==> images/pdn.png <==
Pins as bars on the die edge.
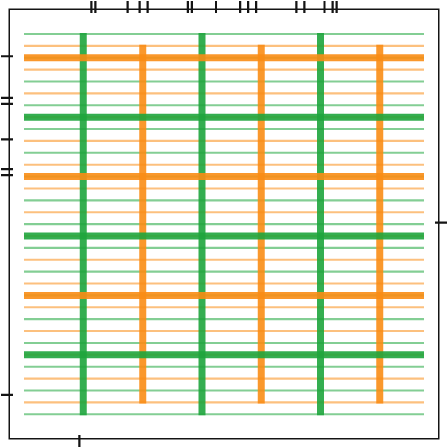
==> images/gate_families.png <==
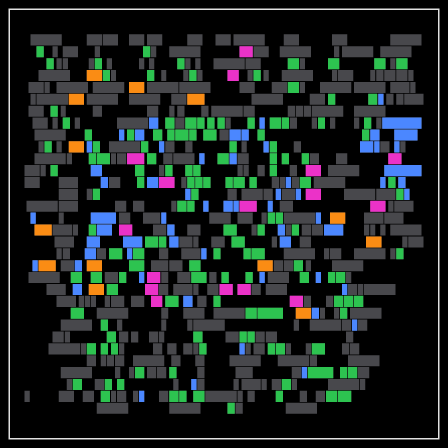
==> images/final_clocks.png <==
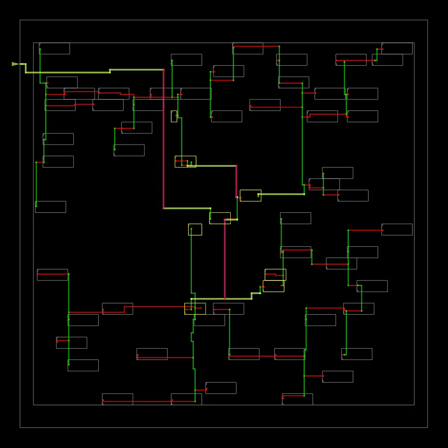
==> images/registers.png <==
Other sequential cells in the stronger gray, the rest of the logic in the fainter gray.
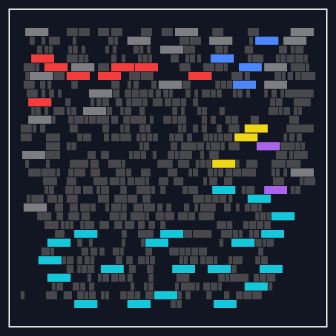
### config.mk
export PLATFORM = sky130hd
export DESIGN_NAME = lcd_hd44780_if
export DESIGN_NICKNAME = d
export VERILOG_FILES = /design/src/rtl/lcd_pkg.sv /design/src/rtl/lcd_nibble_tx.sv /design/src/rtl/lcd_hd44780_if.sv
export SDC_FILE = /design/constraint.sdc
export NUM_CORES = 1
export LEC_CHECK = 0
export CAP_MARGIN = 20
export CORE_MARGIN = 3
export CORE_UTILIZATION = 47
export DETAILED_ROUTE_END_ITERATION = 8
export PLACE_DENSITY = 0.63
export REMOVE_ABC_BUFFERS = 1
export SYNTH_ARGS = -nofsm -noshare
export SYNTH_HDL_FRONTEND = slang
export SYNTH_HIERARCHICAL = 1
export SYNTH_SLANG_ARGS = --single-unit
### constraint.sdc
create_clock -name CLK -period 7.8 [get_ports CLK]
set_input_delay 0.78 -clock CLK [delete_from_list [all_inputs] [get_ports CLK]]
set_output_delay 0.78 -clock CLK [all_outputs]
set_load 0.01 [all_outputs]
### src/rtl/lcd_pkg.sv
// Shared constants, state encodings and byte-building helpers for the HD44780
// character-write interface.
package lcd_pkg;

  localparam logic [7:0] FUNC_SET_4B = 8'h28;
  localparam logic [7:0] ENTRY_INC   = 8'h06;
  localparam logic [7:0] DISP_ON     = 8'h0C;
  localparam logic [7:0] CLEAR       = 8'h01;
  localparam logic [7:0] SET_DDRAM   = 8'h80;
  localparam logic [6:0] ROW1_OFS    = 7'h40;

  typedef enum logic [2:0] {
    StPwrWait,
    StInitN,
    StCfg,
    StIdle,
    StAddr,
    StData
  } lcd_state_e;

  // Sub-steps of sending one byte (init nibbles use only PhLo/PhSettle).
  typedef enum logic [2:0] {
    PhStart,
    PhHi,
    PhGap,
    PhLo,
    PhSettle
  } lcd_phase_e;

  typedef enum logic [1:0] {
    NtIdle,
    NtSetup,
    NtPulse,
    NtHold
  } nib_state_e;

  function automatic logic [7:0] cfg_byte(input logic [1:0] idx);
    logic [7:0] b;
    unique case (idx)
      2'd0: b = FUNC_SET_4B;
      2'd1: b = ENTRY_INC;
      2'd2: b = DISP_ON;
      2'd3: b = CLEAR;
      default: b = CLEAR;
    endcase
    return b;
  endfunction

  function automatic logic [7:0] ddram_addr(input logic row, input logic [3:0] col);
    logic [6:0] a;
    a = (row ? ROW1_OFS : 7'h00) | {3'b000, col};
    return SET_DDRAM | {1'b0, a};
  endfunction

endpackage

### src/rtl/lcd_nibble_tx.sv
// Drives one 4-bit transfer onto the LCD pins: setup, E pulse, one hold cycle,
// then a single-cycle done.
module lcd_nibble_tx
  import lcd_pkg::*;
#(
  parameter int unsigned TSetup  = 2,
  parameter int unsigned TEPulse = 12
) (
  input  logic       clk_i,
  input  logic       rst_ni,
  input  logic       start_i,
  input  logic       rs_i,
  input  logic [3:0] nibble_i,
  output logic       e_o,
  output logic       rs_o,
  output logic [3:0] d_o,
  output logic       done_o
);

  localparam int unsigned CntMax = (TSetup > TEPulse) ? TSetup : TEPulse;
  localparam int unsigned CntW   = $clog2(CntMax + 1);

  nib_state_e      st_q, st_d;
  logic [CntW-1:0] cnt_q, cnt_d;
  logic            e_q, e_d;
  logic            rs_q, rs_d;
  logic [3:0]      d_q, d_d;

  always_ff @(posedge clk_i) begin
    if (!rst_ni) begin
      st_q  <= NtIdle;
      cnt_q <= '0;
      e_q   <= 1'b0;
      rs_q  <= 1'b0;
      d_q   <= 4'h0;
    end else begin
      st_q  <= st_d;
      cnt_q <= cnt_d;
      e_q   <= e_d;
      rs_q  <= rs_d;
      d_q   <= d_d;
    end
  end

  // RS/D keep their value after the hold cycle until the next nibble starts.
  always_comb begin
    st_d  = st_q;
    cnt_d = cnt_q;
    e_d   = e_q;
    rs_d  = rs_q;
    d_d   = d_q;
    unique case (st_q)
      NtIdle: begin
        if (start_i) begin
          rs_d  = rs_i;
          d_d   = nibble_i;
          cnt_d = '0;
          st_d  = NtSetup;
        end
      end
      NtSetup: begin
        if (cnt_q == CntW'(TSetup - 1)) begin
          e_d   = 1'b1;
          cnt_d = '0;
          st_d  = NtPulse;
        end else begin
          cnt_d = cnt_q + 1'b1;
        end
      end
      NtPulse: begin
        if (cnt_q == CntW'(TEPulse - 1)) begin
          e_d   = 1'b0;
          cnt_d = '0;
          st_d  = NtHold;
        end else begin
          cnt_d = cnt_q + 1'b1;
        end
      end
      NtHold: st_d = NtIdle;
      default: st_d = NtIdle;
    endcase
  end

  assign e_o    = e_q;
  assign rs_o   = rs_q;
  assign d_o    = d_q;
  assign done_o = (st_q == NtHold);

endmodule

### src/rtl/lcd_hd44780_if.sv
// HD44780 4-bit responder: power-on init, then one DDRAM-address command plus
// one data byte per accepted character write.
module lcd_hd44780_if
  import lcd_pkg::*;
#(
  parameter int unsigned T_POWERON = 750000,
  parameter int unsigned T_INIT1   = 205000,
  parameter int unsigned T_INIT2   = 5000,
  parameter int unsigned T_CMD     = 2000,
  parameter int unsigned T_CLEAR   = 82000,
  parameter int unsigned T_SETUP   = 2,
  parameter int unsigned T_EPULSE  = 12,
  parameter int unsigned T_NIBGAP  = 50
) (
  input  logic       CLK,
  input  logic       RST,
  input  logic       lcd_row,
  input  logic [3:0] lcd_col,
  input  logic [7:0] lcd_char,
  input  logic       lcd_we,
  output logic       lcd_busy,
  output logic       init_done,
  output logic       lcd_e,
  output logic       lcd_rs,
  output logic       lcd_rw,
  output logic [3:0] lcd_d
);

  localparam int unsigned CntW = $clog2(T_POWERON + 1);

  lcd_state_e      state_q, state_d;
  lcd_phase_e      phase_q, phase_d;
  logic [1:0]      idx_q, idx_d;
  logic [CntW-1:0] cnt_q, cnt_d;
  logic            busy_q, busy_d;
  logic            init_done_q, init_done_d;
  logic            row_q, row_d;
  logic [3:0]      col_q, col_d;
  logic [7:0]      char_q, char_d;

  logic            tx_start, tx_rs, tx_done;
  logic [3:0]      tx_nib;
  logic [7:0]      cur_byte;
  int unsigned     wait_len;
  logic            cnt_end;

  lcd_nibble_tx #(
    .TSetup  (T_SETUP),
    .TEPulse (T_EPULSE)
  ) u_nibble_tx (
    .clk_i    (CLK),
    .rst_ni   (RST),
    .start_i  (tx_start),
    .rs_i     (tx_rs),
    .nibble_i (tx_nib),
    .e_o      (lcd_e),
    .rs_o     (lcd_rs),
    .d_o      (lcd_d),
    .done_o   (tx_done)
  );

  always_ff @(posedge CLK) begin
    if (!RST) begin
      state_q     <= StPwrWait;
      phase_q     <= PhStart;
      idx_q       <= 2'd0;
      cnt_q       <= '0;
      busy_q      <= 1'b1;
      init_done_q <= 1'b0;
      row_q       <= 1'b0;
      col_q       <= 4'h0;
      char_q      <= 8'h00;
    end else begin
      state_q     <= state_d;
      phase_q     <= phase_d;
      idx_q       <= idx_d;
      cnt_q       <= cnt_d;
      busy_q      <= busy_d;
      init_done_q <= init_done_d;
      row_q       <= row_d;
      col_q       <= col_d;
      char_q      <= char_d;
    end
  end

  always_comb begin
    unique case (state_q)
      StCfg:   cur_byte = cfg_byte(idx_q);
      StAddr:  cur_byte = ddram_addr(row_q, col_q);
      StData:  cur_byte = char_q;
      default: cur_byte = 8'h00;
    endcase
  end

  // Length of whatever the shared counter is currently timing.
  always_comb begin
    wait_len = T_CMD;
    if (state_q == StPwrWait) begin
      wait_len = T_POWERON;
    end else if (phase_q == PhGap) begin
      wait_len = T_NIBGAP;
    end else if (state_q == StInitN) begin
      if (idx_q == 2'd0) begin
        wait_len = T_INIT1;
      end else if (idx_q == 2'd1) begin
        wait_len = T_INIT2;
      end
    end else if (state_q == StCfg && idx_q == 2'd3) begin
      wait_len = T_CLEAR;
    end
  end

  assign cnt_end = (cnt_q == CntW'(wait_len - 1));

  always_comb begin
    state_d     = state_q;
    phase_d     = phase_q;
    idx_d       = idx_q;
    cnt_d       = cnt_q;
    busy_d      = busy_q;
    init_done_d = init_done_q;
    row_d       = row_q;
    col_d       = col_q;
    char_d      = char_q;
    tx_start    = 1'b0;
    tx_rs       = (state_q == StData);
    tx_nib      = cur_byte[7:4];

    unique case (state_q)
      StPwrWait: begin
        if (cnt_end) begin
          tx_start = 1'b1;
          tx_nib   = 4'h3;
          state_d  = StInitN;
          phase_d  = PhLo;
          idx_d    = 2'd0;
          cnt_d    = '0;
        end else begin
          cnt_d = cnt_q + 1'b1;
        end
      end
      StIdle: begin
        if (lcd_we) begin
          row_d   = lcd_row;
          col_d   = lcd_col;
          char_d  = lcd_char;
          busy_d  = 1'b1;
          state_d = StAddr;
          phase_d = PhStart;
        end
      end
      default: begin
        unique case (phase_q)
          PhStart: begin
            tx_start = 1'b1;
            phase_d  = PhHi;
          end
          PhHi: begin
            if (tx_done) begin
              phase_d = PhGap;
              cnt_d   = '0;
            end
          end
          PhGap: begin
            if (cnt_end) begin
              tx_start = 1'b1;
              tx_nib   = cur_byte[3:0];
              phase_d  = PhLo;
            end else begin
              cnt_d = cnt_q + 1'b1;
            end
          end
          PhLo: begin
            if (tx_done) begin
              phase_d = PhSettle;
              cnt_d   = '0;
            end
          end
          PhSettle: begin
            if (cnt_end) begin
              cnt_d = '0;
              // Next transfer launches on the same edge the settle ends.
              unique case (state_q)
                StInitN: begin
                  tx_start = 1'b1;
                  if (idx_q == 2'd3) begin
                    tx_nib  = FUNC_SET_4B[7:4];
                    state_d = StCfg;
                    idx_d   = 2'd0;
                    phase_d = PhHi;
                  end else begin
                    tx_nib  = (idx_q == 2'd2) ? 4'h2 : 4'h3;
                    idx_d   = 2'(idx_q + 2'd1);
                    phase_d = PhLo;
                  end
                end
                StCfg: begin
                  if (idx_q == 2'd3) begin
                    state_d     = StIdle;
                    busy_d      = 1'b0;
                    init_done_d = 1'b1;
                  end else begin
                    tx_start = 1'b1;
                    tx_nib   = cfg_byte(2'(idx_q + 2'd1)) >> 4;
                    idx_d    = 2'(idx_q + 2'd1);
                    phase_d  = PhHi;
                  end
                end
                StAddr: begin
                  tx_start = 1'b1;
                  tx_rs    = 1'b1;
                  tx_nib   = char_q[7:4];
                  state_d  = StData;
                  phase_d  = PhHi;
                end
                default: begin
                  state_d = StIdle;
                  busy_d  = 1'b0;
                end
              endcase
            end else begin
              cnt_d = cnt_q + 1'b1;
            end
          end
          default: phase_d = PhStart;
        endcase
      end
    endcase
  end

  assign lcd_busy  = busy_q;
  assign init_done = init_done_q;
  assign lcd_rw    = 1'b0;

endmodule

==> results.py <==
# Flow results
metrics = {
    "power_and_ir_drop": {
        "p_sw_frac": 0.266,
        "p_leak_uw": 0.00144,
        "pwr-share-seq": 0.553,
        "p_comb_uw": 61.9,
        "fin_total_pwr_uw": 526,
        "peakVddDrop_mv": 0.0719,
    },
    "layout": {
        "nets": 563,
        "area_growth_pct": 8.37,
    },
    "timing": {
        "fmax_ghz": 0.214,
        "max_slew_margin": 0.482,
        "rsz0062_at_grt": "false",
        "post-route-period-util": 0.599,
        "period_needed_ns": 4.67,
    },
    "cts": {
        "cts_buffers": 5,
        "post-cts-setup-buffers": 0,
        "ctsLongestPathBuffers": 2,
        "ctsResizeCount": 0,
        "cts_root_buf": "clkbuf_8",
        "cts-hold-fix-buffers": 0,
    },
    "synth": {
        "synth.area.mux_share": 0.0337,
        "edf_count": 0,
        "async_flop_share": 0,
        "yosys_cells": 530,
        "top_area_frac": 0.277,
        "flop_cell": "dfxtp_1",
        "yosys_warnings": 6,
        "synth_flops": 55,
        "synth_cell_types": 82,
        "adder_share": 0.0497,
        "ys_top_cells_by_count": "nand2_1 (79), dfxtp_1 (55), a21oi_1 (52)",
    },
    "worst_hold_path": {
        "min_from": "u_nibble_tx/e_o",
        "hold_class": "flop to flop",
    },
    "route": {
        "drt_iter0_markers": 352,
        "drcViolationCount": 0,
    },
    "critical_path": {
        "crit_path_end": "u_nibble_tx/cnt_q[3]",
        "critPathLaunch": "phase_q[2]",
        "cp_max_fo": 11,
        "ff2ff_setup_slack_ns": 3.13,
    },
    "global_routing": {
        "grt_max_degree": 38,
    },
    "placement": {
        "portBuffers": 23,
        "dpl.hpwl_um": 7450,
    },
    "floorplanning": {
        "rows": 32,
        "die_area_mm2": 0.00960,
    },
    "run_status": {
        "run_status": "completed",
    },
    "run": {
        "warning_count": 35,
    },
}
Back to the opening pictures, pdn.png:
orange -> VDD
green -> VSS
met5 straps = 6
met1 rails = 33
rows = 32
met4 straps = 6
signal pins = 25

Back to the opening pictures, gate_families.png:
orange -> multiplexers  # cells 13
magenta -> AND-OR and OR-AND gates  # cells 16
blue -> NOR gates  # cells 62
green -> inverting AOI/OAI gates  # cells 135

Back to the opening pictures, final_clocks.png:
Worst Skew: 0.0116 ns
Clk. pwr: 173 uW
number of clock buffers in the layout: 7
flop count: 55
clk ins delay skew pair: 0.32 ns

Back to the opening pictures, registers.png:
purple -> `u_nibble_tx/st_q`  # sequential cells 2
cyan -> `cnt_q`  # sequential cells 20
blue -> `u_nibble_tx/d_o`  # sequential cells 4, where north-east
yellow -> `phase_q`  # sequential cells 3
red -> `char_q`  # sequential cells 8

-- placed cells by master, fill, tap and decap left out, types with 6 or more instances in the layout --
cell	Yosys	final
a31oi_1	7	7
clkdlybuf4s50_1	0	23
nand3_1	31	31
clkbuf_8	0	6
o22ai_1	15	15
inv_1	19	19
mux2i_1	10	10
ha_1	15	15
and3_1	7	7
o21ai_0	24	24
or3_1	12	12
buf_4	5	7
nand3b_1	8	8
nor2_1	33	33
nand2_1	79	79
dfxtp_1	55	55
nor3_1	8	8
a21oi_1	52	52
-- cell type report --
type                            count  area (um^2)
Fill cell                         791         3660
Multi-Input combinational cell    421         2630
Sequential cell                    55         1100
Timing Repair Buffer               30          283
Tap cell                          102          128
Clock buffer                        7         86.3
Inverter                           19         71.3
Clock inverter                      1         8.76
-- kinds of logic after synthesis --
| group | Yosys count |
|---|---|
| buf+inv | 54 |
| other cells | 1 |
| compound gates | 151 |
| fa+ha+maj | 16 |
| flops | 55 |
| simple gates | 235 |
| xor+xnor | 5 |
| mux | 13 |
-- layer usage --
| layer | track usage | wire length [um] |
|---|---|---|
| met1 | 0.323 | 5260 |
| met4 | 0.0405 | 59 |
| met2 | 0.341 | 4920 |
| met5 | 0 | 0 |
| met3 | 0.0236 | 418 |
-- critical path: stages (launching register included) --
cell	delay, ns
dfxtp_1	0.42
or3b_2	0.61
nor2_1	0.33
inv_1	0.08
ha_1	0.31
xnor2_1	0.12
a2111oi_1	0.47
o211ai_1	0.18
nor4_1	0.17
and3_1	0.19
nand3_1	0.22
o21ai_0	0.67
and2b_1	0.30
or2_2	0.32
nand2_1	0.09
a31oi_1	0.07
Power is estimated from default activity; no workload was simulated.
